File: src/rtl/ex_pkg.sv
// ----------------------------------------------------------------------------
// Package: ex_pkg
// Purpose:
//   Shared types for the EX result stage.
//   - br_kind_t : which branch rule an instruction uses.
//   - cond_t    : ARMv8 4-bit condition codes used by B.cond.
//   - flags_t   : the architectural NZVC flag word, packed as {n,z,v,c}.
// Ports: none (type package only).
// ----------------------------------------------------------------------------
package ex_pkg;

  typedef enum logic [1:0] {
    BR_NONE  = 2'b00,
    BR_CBZ   = 2'b01,
    BR_CBNZ  = 2'b10,
    BR_BCOND = 2'b11
  } br_kind_t;

  typedef enum logic [3:0] {
    COND_EQ = 4'h0,
    COND_NE = 4'h1,
    COND_HS = 4'h2,
    COND_LO = 4'h3,
    COND_MI = 4'h4,
    COND_PL = 4'h5,
    COND_VS = 4'h6,
    COND_VC = 4'h7,
    COND_HI = 4'h8,
    COND_LS = 4'h9,
    COND_GE = 4'hA,
    COND_LT = 4'hB,
    COND_GT = 4'hC,
    COND_LE = 4'hD,
    COND_AL = 4'hE,
    COND_NV = 4'hF
  } cond_t;

  typedef struct packed {
    logic n;
    logic z;
    logic v;
    logic c;
  } flags_t;

  localparam flags_t FLAGS_RESET = '0;

endpackage

File: src/rtl/ex_cond_eval.sv
// ----------------------------------------------------------------------------
// Module: cond_eval
// Purpose:
//   Purely combinational ARMv8 condition evaluator. Given a 4-bit condition
//   code and an NZVC flag word, reports whether the condition holds.
// Ports:
//   cond_i   in  4  condition code (ex_pkg::cond_t encoding)
//   flags_i  in  4  flag word {N,Z,V,C}
//   taken_o  out 1  condition holds
// ----------------------------------------------------------------------------
module cond_eval (
  input  logic [3:0] cond_i,
  input  logic [3:0] flags_i,
  output logic       taken_o
);
  import ex_pkg::*;

  flags_t flagWord;
  cond_t  condCode;

  assign flagWord = flags_t'(flags_i);
  assign condCode = cond_t'(cond_i);

  // One arm per condition code so each ARMv8 rule reads directly off the table.
  // AL and NV both mean "always" in this pipeline.
  always_comb begin
    taken_o = 1'b0;
    case (condCode)
      COND_EQ: taken_o = flagWord.z;
      COND_NE: taken_o = ~flagWord.z;
      COND_HS: taken_o = flagWord.c;
      COND_LO: taken_o = ~flagWord.c;
      COND_MI: taken_o = flagWord.n;
      COND_PL: taken_o = ~flagWord.n;
      COND_VS: taken_o = flagWord.v;
      COND_VC: taken_o = ~flagWord.v;
      COND_HI: taken_o = flagWord.c & ~flagWord.z;
      COND_LS: taken_o = ~(flagWord.c & ~flagWord.z);
      COND_GE: taken_o = (flagWord.n == flagWord.v);
      COND_LT: taken_o = (flagWord.n != flagWord.v);
      COND_GT: taken_o = ~flagWord.z & (flagWord.n == flagWord.v);
      COND_LE: taken_o = ~(~flagWord.z & (flagWord.n == flagWord.v));
      COND_AL: taken_o = 1'b1;
      COND_NV: taken_o = 1'b1;
      default: taken_o = 1'b0;
    endcase
  end

endmodule

File: src/rtl/ex_result_stage.sv
// ----------------------------------------------------------------------------
// Module: ex_result_stage
// Purpose:
//   EX->MEM pipeline register directly after the 64-bit ALU. Registers the ALU
//   result and destination info, owns the architectural NZVC flag register,
//   and resolves CBZ/CBNZ (on the ALU zero flag) and B.cond (on the flag
//   register as it stood before this instruction).
// Configuration:
//   EX_EARLY_BRANCH_EN  when defined, brTaken_early gives the branch decision
//                       combinationally in the EX cycle; otherwise it is 0.
// Ports:
//   clk, reset                  clock, synchronous active-high reset
//   in_valid                    live instruction in EX
//   aluOut[DATA_W]              ALU result
//   negative/zero/overflow/carryOut  ALU flags
//   setFlags                    instruction writes NZVC
//   brKind[2], cond[4]          branch kind and ARMv8 condition
//   rd[REG_AW], regWrite        destination register and write enable
//   stall, flush                hold stage / kill EX instruction
//   out_valid, out_result, out_rd, out_regWrite   registered to MEM
//   flags_q[4]                  NZVC register {N,Z,V,C}
//   brTaken                     registered branch decision
//   brTaken_early               combinational branch decision (optional)
// ----------------------------------------------------------------------------
module ex_result_stage #(
  parameter int DATA_W = 64,
  parameter int REG_AW = 5
) (
  input  logic              clk,
  input  logic              reset,
  input  logic              in_valid,
  input  logic [DATA_W-1:0] aluOut,
  input  logic              negative,
  input  logic              zero,
  input  logic              overflow,
  input  logic              carryOut,
  input  logic              setFlags,
  input  logic [1:0]        brKind,
  input  logic [3:0]        cond,
  input  logic [REG_AW-1:0] rd,
  input  logic              regWrite,
  input  logic              stall,
  input  logic              flush,
  output logic              out_valid,
  output logic [DATA_W-1:0] out_result,
  output logic [REG_AW-1:0] out_rd,
  output logic              out_regWrite,
  output logic [3:0]        flags_q,
  output logic              brTaken,
  output logic              brTaken_early
);
  import ex_pkg::*;

  logic              valid_q, valid_d;
  logic [DATA_W-1:0] result_q, result_d;
  logic [REG_AW-1:0] rd_q, rd_d;
  logic              regWrite_q, regWrite_d;
  logic              brTaken_q, brTaken_d;
  flags_t            nzcv_q, nzcv_d;

  logic              condTaken;
  logic              decision;

  // B.cond always looks at the registered flags, so an instruction that both
  // sets flags and branches sees the older instruction's flags.
  cond_eval u_cond_eval (
    .cond_i  (cond),
    .flags_i (nzcv_q),
    .taken_o (condTaken)
  );

  // Branch decision for the instruction currently in EX.
  always_comb begin
    decision = 1'b0;
    case (br_kind_t'(brKind))
      BR_NONE:  decision = 1'b0;
      BR_CBZ:   decision = zero;
      BR_CBNZ:  decision = ~zero;
      BR_BCOND: decision = condTaken;
      default:  decision = 1'b0;
    endcase
  end

  // Next-state: flush beats stall; a stall freezes everything including the
  // flags; otherwise either accept the instruction or insert a bubble.
  // The result/rd fields are left alone on bubbles since MEM ignores them.
  always_comb begin
    valid_d    = valid_q;
    result_d   = result_q;
    rd_d       = rd_q;
    regWrite_d = regWrite_q;
    brTaken_d  = brTaken_q;
    nzcv_d     = nzcv_q;
    if (flush) begin
      valid_d    = 1'b0;
      regWrite_d = 1'b0;
      brTaken_d  = 1'b0;
    end else if (!stall) begin
      if (in_valid) begin
        valid_d    = 1'b1;
        result_d   = aluOut;
        rd_d       = rd;
        regWrite_d = regWrite;
        brTaken_d  = decision;
        if (setFlags) begin
          nzcv_d = '{n: negative, z: zero, v: overflow, c: carryOut};
        end
      end else begin
        valid_d    = 1'b0;
        regWrite_d = 1'b0;
        brTaken_d  = 1'b0;
      end
    end
  end

  // Stage registers with synchronous reset.
  always_ff @(posedge clk) begin
    if (reset) begin
      valid_q    <= 1'b0;
      result_q   <= '0;
      rd_q       <= '0;
      regWrite_q <= 1'b0;
      brTaken_q  <= 1'b0;
      nzcv_q     <= FLAGS_RESET;
    end else begin
      valid_q    <= valid_d;
      result_q   <= result_d;
      rd_q       <= rd_d;
      regWrite_q <= regWrite_d;
      brTaken_q  <= brTaken_d;
      nzcv_q     <= nzcv_d;
    end
  end

  assign out_valid    = valid_q;
  assign out_result   = result_q;
  assign out_rd       = rd_q;
  assign out_regWrite = regWrite_q;
  assign flags_q      = nzcv_q;
  assign brTaken      = brTaken_q;

  // The early decision ignores stall on purpose: fetch can redirect while MEM
  // is still holding the stage.
`ifdef EX_EARLY_BRANCH_EN
  assign brTaken_early = decision & in_valid & ~flush;
`else
  assign brTaken_early = 1'b0;
`endif

endmodule

File: config.mk
export PLATFORM = sky130hd
export DESIGN_NAME = ex_result_stage
export DESIGN_NICKNAME = d
export VERILOG_FILES = /design/src/rtl/ex_pkg.sv /design/src/rtl/ex_cond_eval.sv /design/src/rtl/ex_result_stage.sv
export SDC_FILE = /design/constraint.sdc
export NUM_CORES = 1
export LEC_CHECK = 0
export CORE_UTILIZATION = 32
export CTS_CLUSTER_DIAMETER = 80
export CTS_CLUSTER_SIZE = 8
export DETAILED_ROUTE_END_ITERATION = 16
export PLACE_DENSITY = 0.69
export SLEW_MARGIN = 20
export SYNTH_ARGS = -nofsm -noshare
export SYNTH_HDL_FRONTEND = slang
export SYNTH_HIERARCHICAL = 1
export SYNTH_SLANG_ARGS = --single-unit
File: constraint.sdc
create_clock -name clk -period 2 [get_ports clk]
set_input_delay 0.4 -clock clk [delete_from_list [all_inputs] [get_ports clk]]
set_output_delay 0.4 -clock clk [all_outputs]
set_load 0.03 [all_outputs]
==> impl_metrics.ini <==
; yosys + openroad results
[grt]
grt_first_pass_wirelength_mm = 12.2
grt_max_degree = 42
grt_use_total = 0.171
use_met2 = 0.300
antenna_found_initial = 0

[place]
gp_congestion = 0.734
placed_area_um2 = 4630
hpwl_mm = 5.84

[final_timing]
hold_viol_final = 0
rsz0062_at_grt = no
max_freq_mhz = 521

[worst_setup_path]
ff2ff_setup_slack_ns = 0.23
worstPathCellList = clkdlybuf4s50_1 -> buf_4 -> or3_2 -> a21oi_1 -> a31oi_1 -> o2111ai_1 -> nand2b_1 -> a32oi_1 -> o21ai_0
crit_family = simple AND/OR/NAND/NOR gates
crit_cells = 9

[power_and_ir_drop]
powerDensity_nw_per_um2 = 661
p_clk_frac = 0.327

[status]
outcome = finished, final reports clean

[clock_tree]
postCtsHoldBufs = 0
cts_root_buffer = clkbuf_8
clock_sinks = 76

[routing]
maxUsedRoutingLayer = met4
wl_met2_mm = 3.95

[synthesis]
synthAoiAreaFrac = 0.155
synth-async-reset-ratio = 0
ys_sh_adder = 0
ys_chip_area_um2 = 2860

[floorplanning]
fp_util = 0.330

[cells_and_area]
mostFrequentLayoutCells = clkdlybuf4s50_1, nand2_1, dfxtp_1, a21oi_1, buf_4

[min_path]
worstHoldStart = reset
## final cells by class
cell class | instances | area (um2) | area share
clock buffers | 10 | 138 | 0.0286
multi-input cells | 260 | 1210 | 0.251
inverters | 1 | 3.75 | 0.000780
clock inverters | 5 | 38.8 | 0.00806
well taps | 108 | 135 | 0.0281
flip-flops and latches | 76 | 1520 | 0.316
repair buffers | 177 | 1770 | 0.367
## kinds of logic after synthesis
kind of cell | Yosys count
AND-OR/OR-AND | 84
XOR/XNOR | 2
buffers and inverters | 27
flip-flops | 76
multiplexers | 4
other | 1
AND/OR/NAND/NOR | 169
## registers in the layout (all words and copies together) (netlist names)
| register | cells |
|---|---|
| out_regWrite | 1 |
| out_result | 64 |
| brTaken | 1 |
| flags_q | 4 |
| out_valid | 1 |
| out_rd | 5 |
final_placement.png
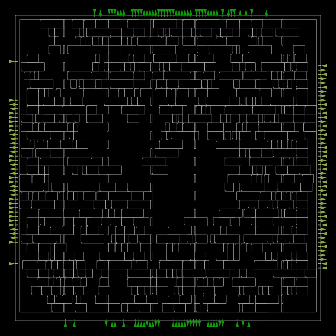
core box area: 8680 um2
Tap Cells: 108

met3.png
Bar = 20 um.
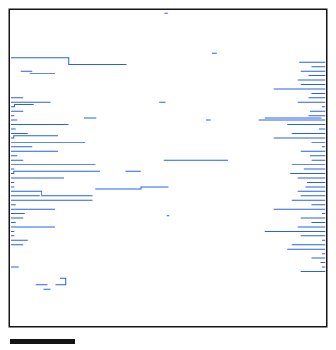
longest straight run: 26.2 um
main direction: horizontal
share of all routed wire: 9.2%
wire length on this layer: 752 um

zoom.png
Region (28, 9) to (68, 49) um. Cells in grey, sequential cells in the stronger grey; small squares are vias.
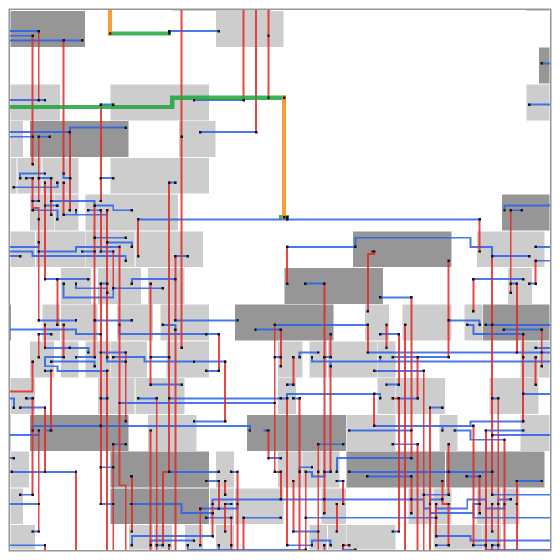
[green] met3
[red] met2
[blue] met1
[orange] met4
netlist names of flops here include: out_result (8)
sequential cells in the window: 12
most frequent: nand2_1 (19), clkdlybuf4s50_1 (14), dfxtp_1 (12)
cells with their middle in the window: 82

clock_map.png
Bar = 20 um.
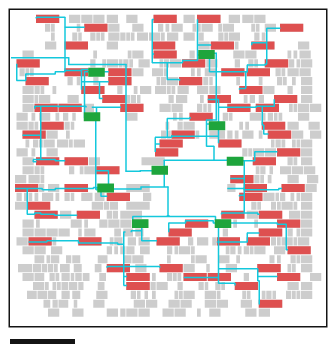
[red] flip-flops | count: 76
[green] cells driving clock nets | count: 9
[cyan] clock wires | length: 942 um
flops lie: spread over the die
routed clock nets: 10

